`config.mk`:
```
export PLATFORM = sky130hd
export DESIGN_NAME = pc_sequencer
export DESIGN_NICKNAME = d
export VERILOG_FILES = /design/src/rtl/pc_sequencer.sv
export SDC_FILE = /design/constraint.sdc
export NUM_CORES = 1
export LEC_CHECK = 0
export CAP_MARGIN = 25
export CORE_ASPECT_RATIO = 0.5
export CORE_MARGIN = 3
export CORE_UTILIZATION = 28
export DETAILED_ROUTE_END_ITERATION = 16
export PLACE_DENSITY = 0.42
export SYNTH_ARGS = -nofsm -noshare
export SYNTH_HDL_FRONTEND = slang
export SYNTH_SLANG_ARGS = --single-unit
```
`constraint.sdc`:
```
create_clock -name clk -period 6.77 [get_ports clk]
set_clock_uncertainty 0.15 [all_clocks]
set_input_delay 1.0155 -clock clk [delete_from_list [all_inputs] [get_ports clk]]
set_output_delay 1.0155 -clock clk [all_outputs]
set_load 0.01 [all_outputs]
```
`src/rtl/pc_sequencer.sv`:
```
// pc_sequencer: program-counter sequencer with fetch handshake, redirects
// (branch, jump, call, return) and a circular return-address stack.
// The PC advances by STEP on each accepted fetch, holds on a stall, and
// takes a redirect target one cycle after redir_valid, ignoring fetch_ready.
module pc_sequencer #(
    parameter int AW        = 32,
    parameter int STEP      = 4,
    parameter int RAS_DEPTH = 4
) (
    input  logic          clk,
    input  logic          reset,
    input  logic          redir_valid,
    input  logic [1:0]    redir_mode,
    input  logic [AW-1:0] redir_val,
    output logic [AW-1:0] fetch_addr,
    output logic          fetch_valid,
    input  logic          fetch_ready,
    output logic          ras_overflow,
    output logic          ras_underflow
);

    localparam int PW = (RAS_DEPTH > 1) ? $clog2(RAS_DEPTH) : 1;
    localparam logic [AW-1:0] STEP_V     = AW'(STEP);
    // Clears the low log2(STEP) bits so every target is STEP-aligned.
    localparam logic [AW-1:0] ALIGN_MASK = ~(STEP_V - AW'(1));
    localparam logic [PW:0]   DEPTH_V    = (PW+1)'(RAS_DEPTH);

    localparam logic [1:0] MODE_BRANCH = 2'b00;
    localparam logic [1:0] MODE_JUMP   = 2'b01;
    localparam logic [1:0] MODE_CALL   = 2'b10;
    localparam logic [1:0] MODE_RETURN = 2'b11;

    logic [AW-1:0] r_addr;
    logic          r_valid;
    logic          r_ovf;
    logic          r_unf;
    logic [AW-1:0] r_ras [RAS_DEPTH];
    logic [PW-1:0] r_top;   // slot the next push writes
    logic [PW:0]   r_cnt;   // entries held, saturates at RAS_DEPTH

    logic [AW-1:0] w_seq;
    logic [PW-1:0] w_top_idx;
    logic          w_ras_empty;
    logic          w_ras_full;
    logic          w_redir;
    logic          w_push;
    logic          w_pop;
    logic          w_unf_set;
    logic [AW-1:0] w_raw_target;
    logic [AW-1:0] w_next_addr;

    assign w_seq       = r_addr + STEP_V;
    assign w_top_idx   = r_top - PW'(1);
    assign w_ras_empty = (r_cnt == '0);
    assign w_ras_full  = (r_cnt == DEPTH_V);
    // The cycle straight after reset only raises fetch_valid; redirects wait.
    assign w_redir     = r_valid & redir_valid;

    // Decode the redirect kind into a raw target and RAS push/pop requests.
    always_comb begin
        w_push       = 1'b0;
        w_pop        = 1'b0;
        w_unf_set    = 1'b0;
        w_raw_target = w_seq;
        case (redir_mode)
            MODE_BRANCH: w_raw_target = r_addr + redir_val;
            MODE_JUMP:   w_raw_target = redir_val;
            MODE_CALL: begin
                w_raw_target = r_addr + redir_val;
                w_push       = w_redir;
            end
            MODE_RETURN: begin
                if (w_ras_empty) begin
                    w_raw_target = w_seq;
                    w_unf_set    = w_redir;
                end else begin
                    w_raw_target = r_ras[w_top_idx];
                    w_pop        = w_redir;
                end
            end
            default: w_raw_target = w_seq;
        endcase
    end

    // Select the next fetch address: redirect beats advance beats stall.
    always_comb begin
        w_next_addr = r_addr;
        if (w_redir) begin
            w_next_addr = w_raw_target & ALIGN_MASK;
        end else if (r_valid && fetch_ready) begin
            w_next_addr = w_seq;
        end
    end

    // PC, valid, stack pointer/occupancy and sticky flags.
    always_ff @(posedge clk) begin
        if (reset) begin
            r_addr  <= '0;
            r_valid <= 1'b0;
            r_top   <= '0;
            r_cnt   <= '0;
            r_ovf   <= 1'b0;
            r_unf   <= 1'b0;
        end else begin
            r_valid <= 1'b1;
            r_addr  <= w_next_addr;
            if (w_push) begin
                r_top <= r_top + PW'(1);
                if (w_ras_full) begin
                    r_ovf <= 1'b1;
                end else begin
                    r_cnt <= r_cnt + (PW+1)'(1);
                end
            end
            if (w_pop) begin
                r_top <= w_top_idx;
                r_cnt <= r_cnt - (PW+1)'(1);
            end
            if (w_unf_set) begin
                r_unf <= 1'b1;
            end
        end
    end

    // Return-address storage; a push onto a full stack overwrites the oldest slot.
    always_ff @(posedge clk) begin
        if (!reset && w_push) begin
            r_ras[r_top] <= w_seq;
        end
    end

    assign fetch_addr    = r_addr;
    assign fetch_valid   = r_valid;
    assign ras_overflow  = r_ovf;
    assign ras_underflow = r_unf;

endmodule

```
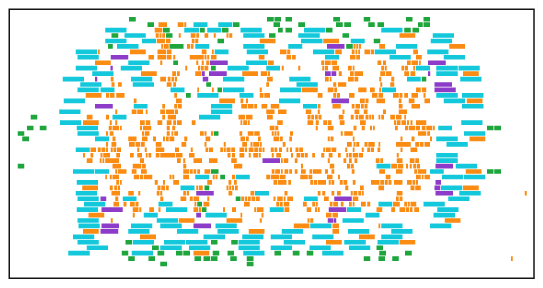
run_1/cell_classes.png
Scale: 2 px per um.
legend:
  orange:
    class: all other logic
    cells: 652
    share_of_their_area: 44%
  green:
    class: other buffers and delay cells
    cells: 86
    share_of_their_area: 8.0%
  cyan:
    class: flip-flops
    cells: 158
    share_of_their_area: 42%
  purple:
    class: clock drivers and dummy loads
    cells: 32
    share_of_their_area: 5.5%

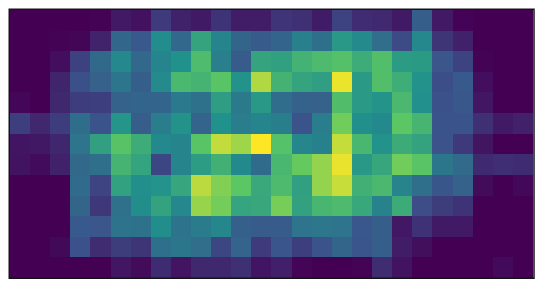
run_1/wire_density.png
Scale: 2 px per um. 26 x 13 tiles, from dark purple (low) to yellow (high), scaled to the fullest tile. Values are wire area over tile area, all layers added.
mean over tiles: 0.14
densest ninth of the die: centre
nearly empty tiles: 20%

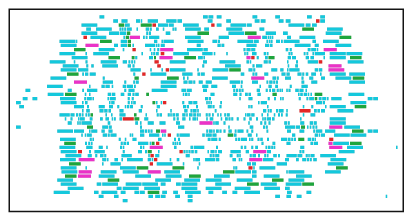
run_1/drive_strength.png
Scale: 1.5 px per um.
legend:
  green:
    size: drive 2
    cells: 55
    share: 5.9%
    most_used: mux4_2
  cyan:
    size: drive 1 or less
    cells: 826
    share: 89%
    most_used: edfxtp_1
  magenta:
    size: drive 6 and up
    cells: 23
    share: 2.5%
    most_used: clkbuf_16
  red:
    size: drive 3 to 4
    cells: 24
    share: 2.6%
    most_used: buf_4

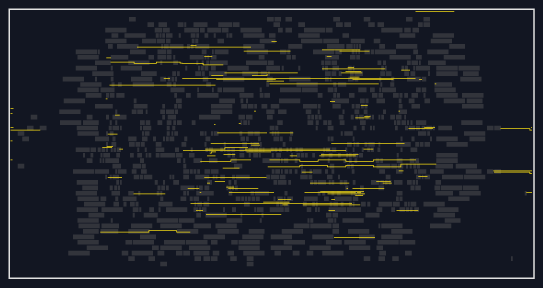
run_1/met3.png
Scale: 2 px per um.
main direction: horizontal
share of all routed wire: 5.5%
nets with wire on the layer: 74

## run 1: how the worst min path moves through the flow
stage	slack, ns	cells past startpoint	startpoint	endpoint
floorplan	0.32	1	r_cnt[2]$_SDFFE_PP0P_	r_cnt[2]$_SDFFE_PP0P_
global placement	0.31	2	ras_underflow$_SDFFE_PP0P_	ras_underflow$_SDFFE_PP0P_
detailed placement	0.32	2	ras_overflow$_SDFFE_PP0P_	ras_overflow$_SDFFE_PP0P_
CTS	0.33	2	ras_overflow$_SDFFE_PP0P_	ras_overflow$_SDFFE_PP0P_
global route	0.35	2	ras_overflow$_SDFFE_PP0P_	ras_overflow$_SDFFE_PP0P_
finish	0.32	2	ras_underflow$_SDFFE_PP0P_	ras_underflow$_SDFFE_PP0P_
## run 1: metal layers
layer  global-route usage (%)  up-vias  wire length [um]
li1                         -     3416                 -
met1                     24.6     3736             14500
met2                     28.8      195             14400
met3                     4.23       38              1720
met4                     6.21        0               599
met5                        0        -                 0
## run 1: worst max-delay path, cell delays in order
cell and delay, ns:
clkdlybuf4s50_1 0.51, ha_1 0.22, inv_1 0.07, fa_1 0.41, nor2b_1 0.20, o2111ai_1 0.16
a21oi_1 0.37, o21ai_0 0.19, a211o_1 0.40, a311o_1 0.37, and3b_1 0.19, o31ai_1 0.17
## run 1: cell families (layout without fill, tap and decap cells)
| logic type | after synthesis | in the layout | share of synthesized area [%] |
|---|---|---|---|
| buffers and inverters | 72 | 146 | 3.19 |
| AND-OR/OR-AND | 247 | 247 | 17.5 |
| other | 1 | 2 | 0.0410 |
| AND/OR/NAND/NOR | 258 | 258 | 14.1 |
| XOR/XNOR | 46 | 46 | 4.40 |
| flip-flops | 158 | 158 | 47.7 |
| adder cells (fa/ha/maj) | 36 | 36 | 5.09 |
| multiplexers | 35 | 35 | 7.96 |
## run 1: Yosys cell counts (5+ instances only)
cell type,instances
edfxtp_1,120
a21oi_1,68
nand2_1,68
nor2_1,67
o21ai_0,52
dfxtp_1,38
ha_1,34
nand3_1,34
clkbuf_1,32
mux4_2,30
inv_1,27
xnor2_1,24
nor3_1,23
xor2_1,22
a21o_1,16
a31oi_1,16
nand4_1,14
a22oi_1,12
and3_1,12
o21a_1,11
a221oi_1,10
or3_1,9
o211ai_1,6
o31ai_1,6
a211oi_1,5
a311o_1,5
nand2b_1,5
## run 1: layout make-up
| type | instances | area, um2 | area share, % |
|---|---|---|---|
| clock buffer | 19 | 433 | 3.96 |
| inverter | 28 | 105 | 0.962 |
| timing repair buffer | 86 | 832 | 7.61 |
| clock inverter | 13 | 140 | 1.28 |
| tap | 432 | 541 | 4.95 |
| sequential | 158 | 4370 | 39.9 |
| multi-input combinational | 624 | 4510 | 41.3 |
## run 1: flip-flops by register name (all words and copies together) (netlist names)
signal / count
r_top: 2
ras_overflow: 1
fetch_valid: 1
r_cnt: 3
ras_underflow: 1
fetch_addr: 30
r_ras: 120
## run 1: power groups by stage
stage	Clock (mW)	Sequential (mW)	Combinational [mW]
6_report	0.958	1.10	0.411
2_1_floorplan	0	1.12	0.251
5_1_grt	1.01	1.10	0.451
3_5_place_dp	0	1.12	0.408
4_1_cts	0.978	1.10	0.409
3_3_place_gp	0	1.12	0.406
==> changes_impl.md, run 1 <==
### Changed

- ANT nets after route: 0
- Top area contributor share: 39.4%
- Commonest non-fill, non-tap cells in the layout: edfxtp_1, a21oi_1, nand2_1, clkdlybuf4s50_1, nor2_1
- Final setup fails: 0
- Min-delay worst type: reg -> reg
- ANT cells: 0
- Cts hold-fix bufs: 0
- Register bit total from synthesis: 158
- EDFF count, synth: 120
- P_int: 1.78 mW
- Setup_tns: 0 ns
- DP Worst Slack: 2.32 ns
- Switch share: 28.1%
- Die span in x: 262 um
- Worst R2R Path Depth: 10
- Nets: 989
- Ports: 73
- CP Max Fanout: 4
- Final Slew Violations: 0
- Slew @ Worst Pin: 1.04 ns
- Power density over the cells: 226 nW/um2
- Yosys Instances: 853
- All-layer global routing usage: 18.2%
- Placed Instances: 1326
- Crit share post-route: 60.0%
- Row Count: 46
- Area of the mapped netlist: 9150 um2
- Power Total: 2.47 mW
- Outcome: finished clean
- Cell count after synthesis: 853
- Endpoints failing hold: 0
- Clk pwr share: 38.8%
- Chip Height: 134 um
- Crit path kind: in -> reg
- Filler cells: 3204
- Worst EP required: 6.98 ns
- Gpl congestion: 0.860
- Resized cells post-CTS: 0
- Total CTS buffers: 17
- Worst r2r dst: fetch_addr[26]$_SDFFE_PP0P_
- R2R setup slack: 3.06 ns
- H-tree levels: 4
- Core Region: 31900 um2
- Mapped Avg Cell Area: 10.7 um2
- Largest net degree at the start of global routing: 35
- Fmax: 246 MHz
- Post-synth cell types: 70
- CTS sink cnt: 158
- Clock root buffer: clkbuf_16
- Via Count: 7385
- CTS tree: built
- Yosys warns: 0
- 1st-pass router iterations: 5
- Initial antenna violation count: 0
- Critical Path End Type: flip-flop
- Top cell excl fill/tap: edfxtp_1
- Final setup margin: 2.71 ns
- Worst skew pair latency: 0.45 ns
- Yosys stat chip area: 9150 um2
- Critical R2R Launch: r_top[0]$_SDFFE_PP0P_
- Post-route insts no fill: 1360
- Total grt overflow: 0
- Port-buffer cells: 68
- DRC violations left: 0
- Final Cell Area: 10900 um2
- Normalized max-slew margin: 30.9%
- Async SR Flop Fraction: 0%
- Die Footprint: 35000 um2
- Worst Setup EP: fetch_addr[26]$_SDFFE_PP0P_
- Global-route wire length before repair: 46.8 mm
- Layout area overhead: 19.5%
- Tool warnings: 31
- Crit start category: input pin
- Seq pwr share: 44.6%
- Leading area contributor after synthesis: edfxtp_1
- Area of placed instances: 10300 um2
- Hold WS: 0.323 ns
- DP Wirelength: 20.9 mm
- Comb power frac: 16.7%
- Clk slew on worst S/H paths: 0.07 ns
- Total setup buffers inserted after CTS: 0
- Wire length per cell: 23.0 um
- Maximum clock path buffer count: 2
- Synth Seq Share: 47.7%
- DR vias/cell: 5.43
- Final core utilization: 34.2%
- Net Switching: 693 uW
- Post-Route WL: 31.2 mm
- VDD IR max: 0.000167 V
- Vias in the first global route: 7312
- Iteration-0 DRC count of the detailed router: 596
run_1/final_clocks.png
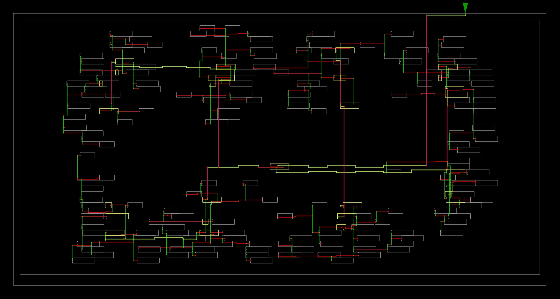

==> run 1 -> run 2 <==
Clock period 6.77 ns to 3.79 ns, I/O delays scaled along.
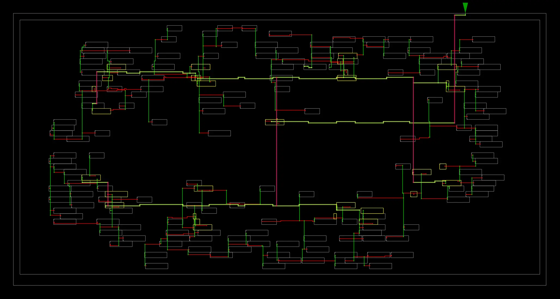
run_2/final_clocks.png
worst skew pair latency: 0.46 ns
clock buffer count: 20
total CTS buffers: 17
Flop Count: 158

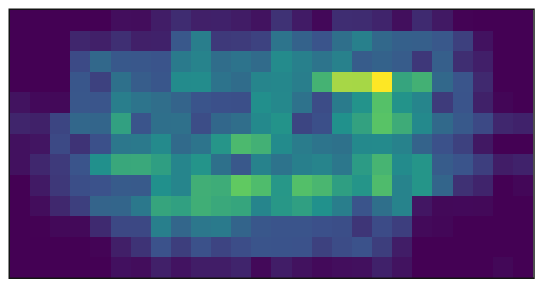
run_2/wire_density.png
Scale: 2 px per um. 26 x 13 tiles, from dark purple (low) to yellow (high), scaled to the fullest tile. Values are wire area over tile area, all layers added.
tiles over half the peak: 13%
mean over tiles: 0.14
nearly empty tiles: 18%
fullest tile: 0.57

==> changes_impl.md, run 2 <==
### Changed

- Setup_tns: 0 ns (unchanged)
- Seq. cell area: 4370 um2 (unchanged)
- Post-synth cell types: 70 (unchanged)
- Final setup fails: 0 (unchanged)
- Yosys stat chip area: 9150 um2 (unchanged)
- Crit start category: input pin (unchanged)
- Normalized max-slew margin: 49.1% (was 30.9%)
- Clock root buffer: clkbuf_16 (unchanged)
- Top area contributor share: 39.4% (unchanged)
- Post-Route WL: 31.8 mm (was 31.2 mm)
- Final Slew Violations: 0 (unchanged)
- Synth Seq Share: 47.7% (unchanged)
- Final Cell Area: 11200 um2 (was 10900 um2)
- Total setup buffers inserted after CTS: 0 (unchanged)
- RSZ-0062 raised after global routing: false (unchanged)
- Die Footprint: 35000 um2 (unchanged)
- Post-synthesis compound-gate area fraction: 17.5% (unchanged)
- Adders+Majority by Area: 5.09% (unchanged)
- EDFF count, synth: 120 (unchanged)
- Outcome: finished clean (unchanged)
- All-layer global routing usage: 18.6% (was 18.2%)
- Max FFs per register: 120 (unchanged)
- 1st-pass router iterations: 8 (was 5)
- H-tree levels: 4 (unchanged)
- Yosys warns: 0 (unchanged)
- DR vias/cell: 5.43 (about the same)
- Fmax: 297 MHz
- Synth Area in Simple Gates: 14.1% (unchanged)
- CP arrival: 3.59 ns (was 4.28 ns)
- Most frequent cell after synthesis: edfxtp_1 (unchanged)
- Port-buffer cells: 68 (unchanged)
- Critical R2R Launch: fetch_addr[3]$_SDFFE_PP0P_ (was r_top[0]$_SDFFE_PP0P_)
- Mux frac, synth: 7.96% (unchanged)
- Endpoints failing hold: 0 (unchanged)
- Ports: 73 (unchanged)
- R2R setup slack: 0.68 ns (was 3.06 ns)
- Worst Setup EP: fetch_addr[26]$_SDFFE_PP0P_ (unchanged)
- Wire length per cell: 22.8 um (was 23.0 um)
- Tool warnings: 31 (unchanged)
- Clk slew on worst S/H paths: 0.06 ns (was 0.07 ns)
- Cts hold-fix bufs: 0 (unchanged)
- Worst r2r dst: fetch_addr[26]$_SDFFE_PP0P_ (unchanged)
- Worst R2R Path Depth: 11 (was 10)
- Commonest non-fill, non-tap cells in the layout: edfxtp_1, a21oi_1, nand2_1, clkdlybuf4s50_1, nor2_1 (unchanged)
- Chip Height: 134 um (unchanged)
- Async SR Flop Fraction: 0% (unchanged)
- Leading area contributor after synthesis: edfxtp_1 (unchanged)
- Gpl congestion: 0.887 (was 0.860)
- Total grt overflow: 0 (unchanged)
- Iteration-0 DRC count of the detailed router: 688 (was 596)
- Global-route wire length before repair: 47.8 mm (was 46.8 mm)
- Register bit total from synthesis: 158 (unchanged)
- FP Util: 28.6% (unchanged)
- Crit path kind: in -> reg (unchanged)
- Top area cell types: edfxtp_1, dfxtp_1, mux4_2 (unchanged)
- Resized cells post-CTS: 0 (unchanged)
- Min cycle time layout: 3.36 ns
- Slew @ Worst Pin: 0.763 ns (was 1.04 ns)
- Yosys Instances: 853 (unchanged)
- ANT nets after route: 0 (unchanged)
- Maximum clock path buffer count: 2 (unchanged)
- Initial antenna violation count: 0 (unchanged)
- XOR/XNOR Fraction of Synth Area: 4.40% (unchanged)
- VDD IR max: 0.000337 V (was 0.000167 V)
- Critical Path End Type: flip-flop (unchanged)
- Nets: 1023 (was 989)
- Vias in the first global route: 7525 (was 7312)
- Share of cells above drive strength 1: 14.2% (was 11.0%)
- HP Start: ras_underflow$_SDFFE_PP0P_ (unchanged)
- Power density over the cells: 399 nW/um2 (was 226 nW/um2)
- Logic area: 4510 um2 (unchanged)
- Ys flop type: edfxtp_1 (unchanged)
- Cell count after synthesis: 853 (unchanged)
- Top cell excl fill/tap: edfxtp_1 (unchanged)
- Largest net degree at the start of global routing: 34 (was 35)
- Synth top cells by count: edfxtp_1, a21oi_1, nand2_1 (unchanged)
- Row Count: 46 (unchanged)
- CP Max Fanout: 3 (was 4)
- Worst EP required: 4.02 ns (was 6.98 ns)
- Synth logic family: AND-OR/OR-AND gates (unchanged)
- Crit path from: redir_val[2] (unchanged)
- ANT cells: 0 (unchanged)
- Via Count: 7569 (was 7385)
- Area of placed instances: 10600 um2 (was 10300 um2)
- DRC violations left: 0 (unchanged)
- Max-cap viol count: 0 (unchanged)
- Layout area overhead: 22.2% (was 19.5%)
- Power Total: 4.45 mW (was 2.47 mW)
- CTS sink cnt: 158 (unchanged)
- Leakage: 3.98 nW (was 3.81 nW)
- CTS tree: built (unchanged)
- Core Region: 31900 um2 (unchanged)
- DP Wirelength: 23.2 mm (was 20.9 mm)
- Area of the mapped netlist: 9150 um2 (unchanged)
- Die span in x: 262 um (unchanged)
- Min-delay worst type: reg -> reg (unchanged)
- Top reg by flops: r_ras (unchanged)
- Crit share post-route: 88.7%
- Filler cells: 3217 (was 3204)
- Mapped Avg Cell Area: 10.7 um2 (unchanged)
## run 2: logic make-up (layout without fill, tap and decap cells)
kind of cell	after synthesis	count (layout)
other	1	2
buffers and inverters	72	179
xor gates and xnor gates	46	46
and+or+nand+nor	258	258
muxes	35	35
DFF	158	158
adders and majority gates	36	36
AOI/OAI and AO/OA	247	247
## run 2: layout make-up
| class | count | area share, % |
|---|---|---|
| multi-input combinational | 624 | 40.4 |
| sequential | 158 | 39.1 |
| timing repair buffer | 120 | 9.70 |
| tap | 432 | 4.84 |
| clock buffer | 20 | 4.00 |
| clock inverter | 11 | 1.06 |
| inverter | 28 | 0.941 |
## run 2: how the worst min path moves through the flow
stage               cells after the start                         end  slack, ns
CTS                                     2  ras_underflow$_SDFFE_PP0P_       0.33
global route                            2   ras_overflow$_SDFFE_PP0P_       0.37
finish                                  2  ras_underflow$_SDFFE_PP0P_       0.32
global placement                        2  ras_underflow$_SDFFE_PP0P_       0.31
floorplan                               1       r_cnt[2]$_SDFFE_PP0P_       0.32
detailed placement                      2  ras_underflow$_SDFFE_PP0P_       0.32
## run 2: critical path: stages
cell             delay [ns]
clkdlybuf4s50_1        0.51
ha_1                   0.20
inv_1                  0.06
fa_1                   0.39
nor2b_1                0.16
o2111ai_1              0.15
a21oi_1                0.18
buf_4                  0.15
o21ai_0                0.12
a211o_1                0.38
a311o_1                0.35
and3b_1                0.18
o31ai_1                0.18
## run 2: where the power goes
group	internal (mW)	leakage (nW)	switching, mW
logic	0.319	2.28	0.446
registers	1.90	1.42	0.0606
clock network	0.978	0.270	0.747
## run 2: per-layer routing
metal  global-route usage [%]  share of wire, %
met2                     29.5                46
met4                     3.96               1.1
met3                     4.34               5.4
met5                        0                 0
met1                     26.1                48
## run 2: stage by stage
| step | setup slack [ns] | cells | hold WS, ns | utilization, % |
|---|---|---|---|---|
| after floorplan | 0.477 | 854 | 0.322 | - |
| after global placement | -0.0423 | 1362 | 0.306 | 33.2 |
| after detailed placement | -0.0408 | 1362 | 0.316 | 33.2 |
| after CTS | 0.424 | 1393 | 0.331 | 35.0 |
| after global routing | 0.249 | 1393 | 0.368 | 35.0 |
| final | 0.426 | 1393 | 0.323 | 35.0 |
No activity file was given, so power comes from the tool's default toggle rates.
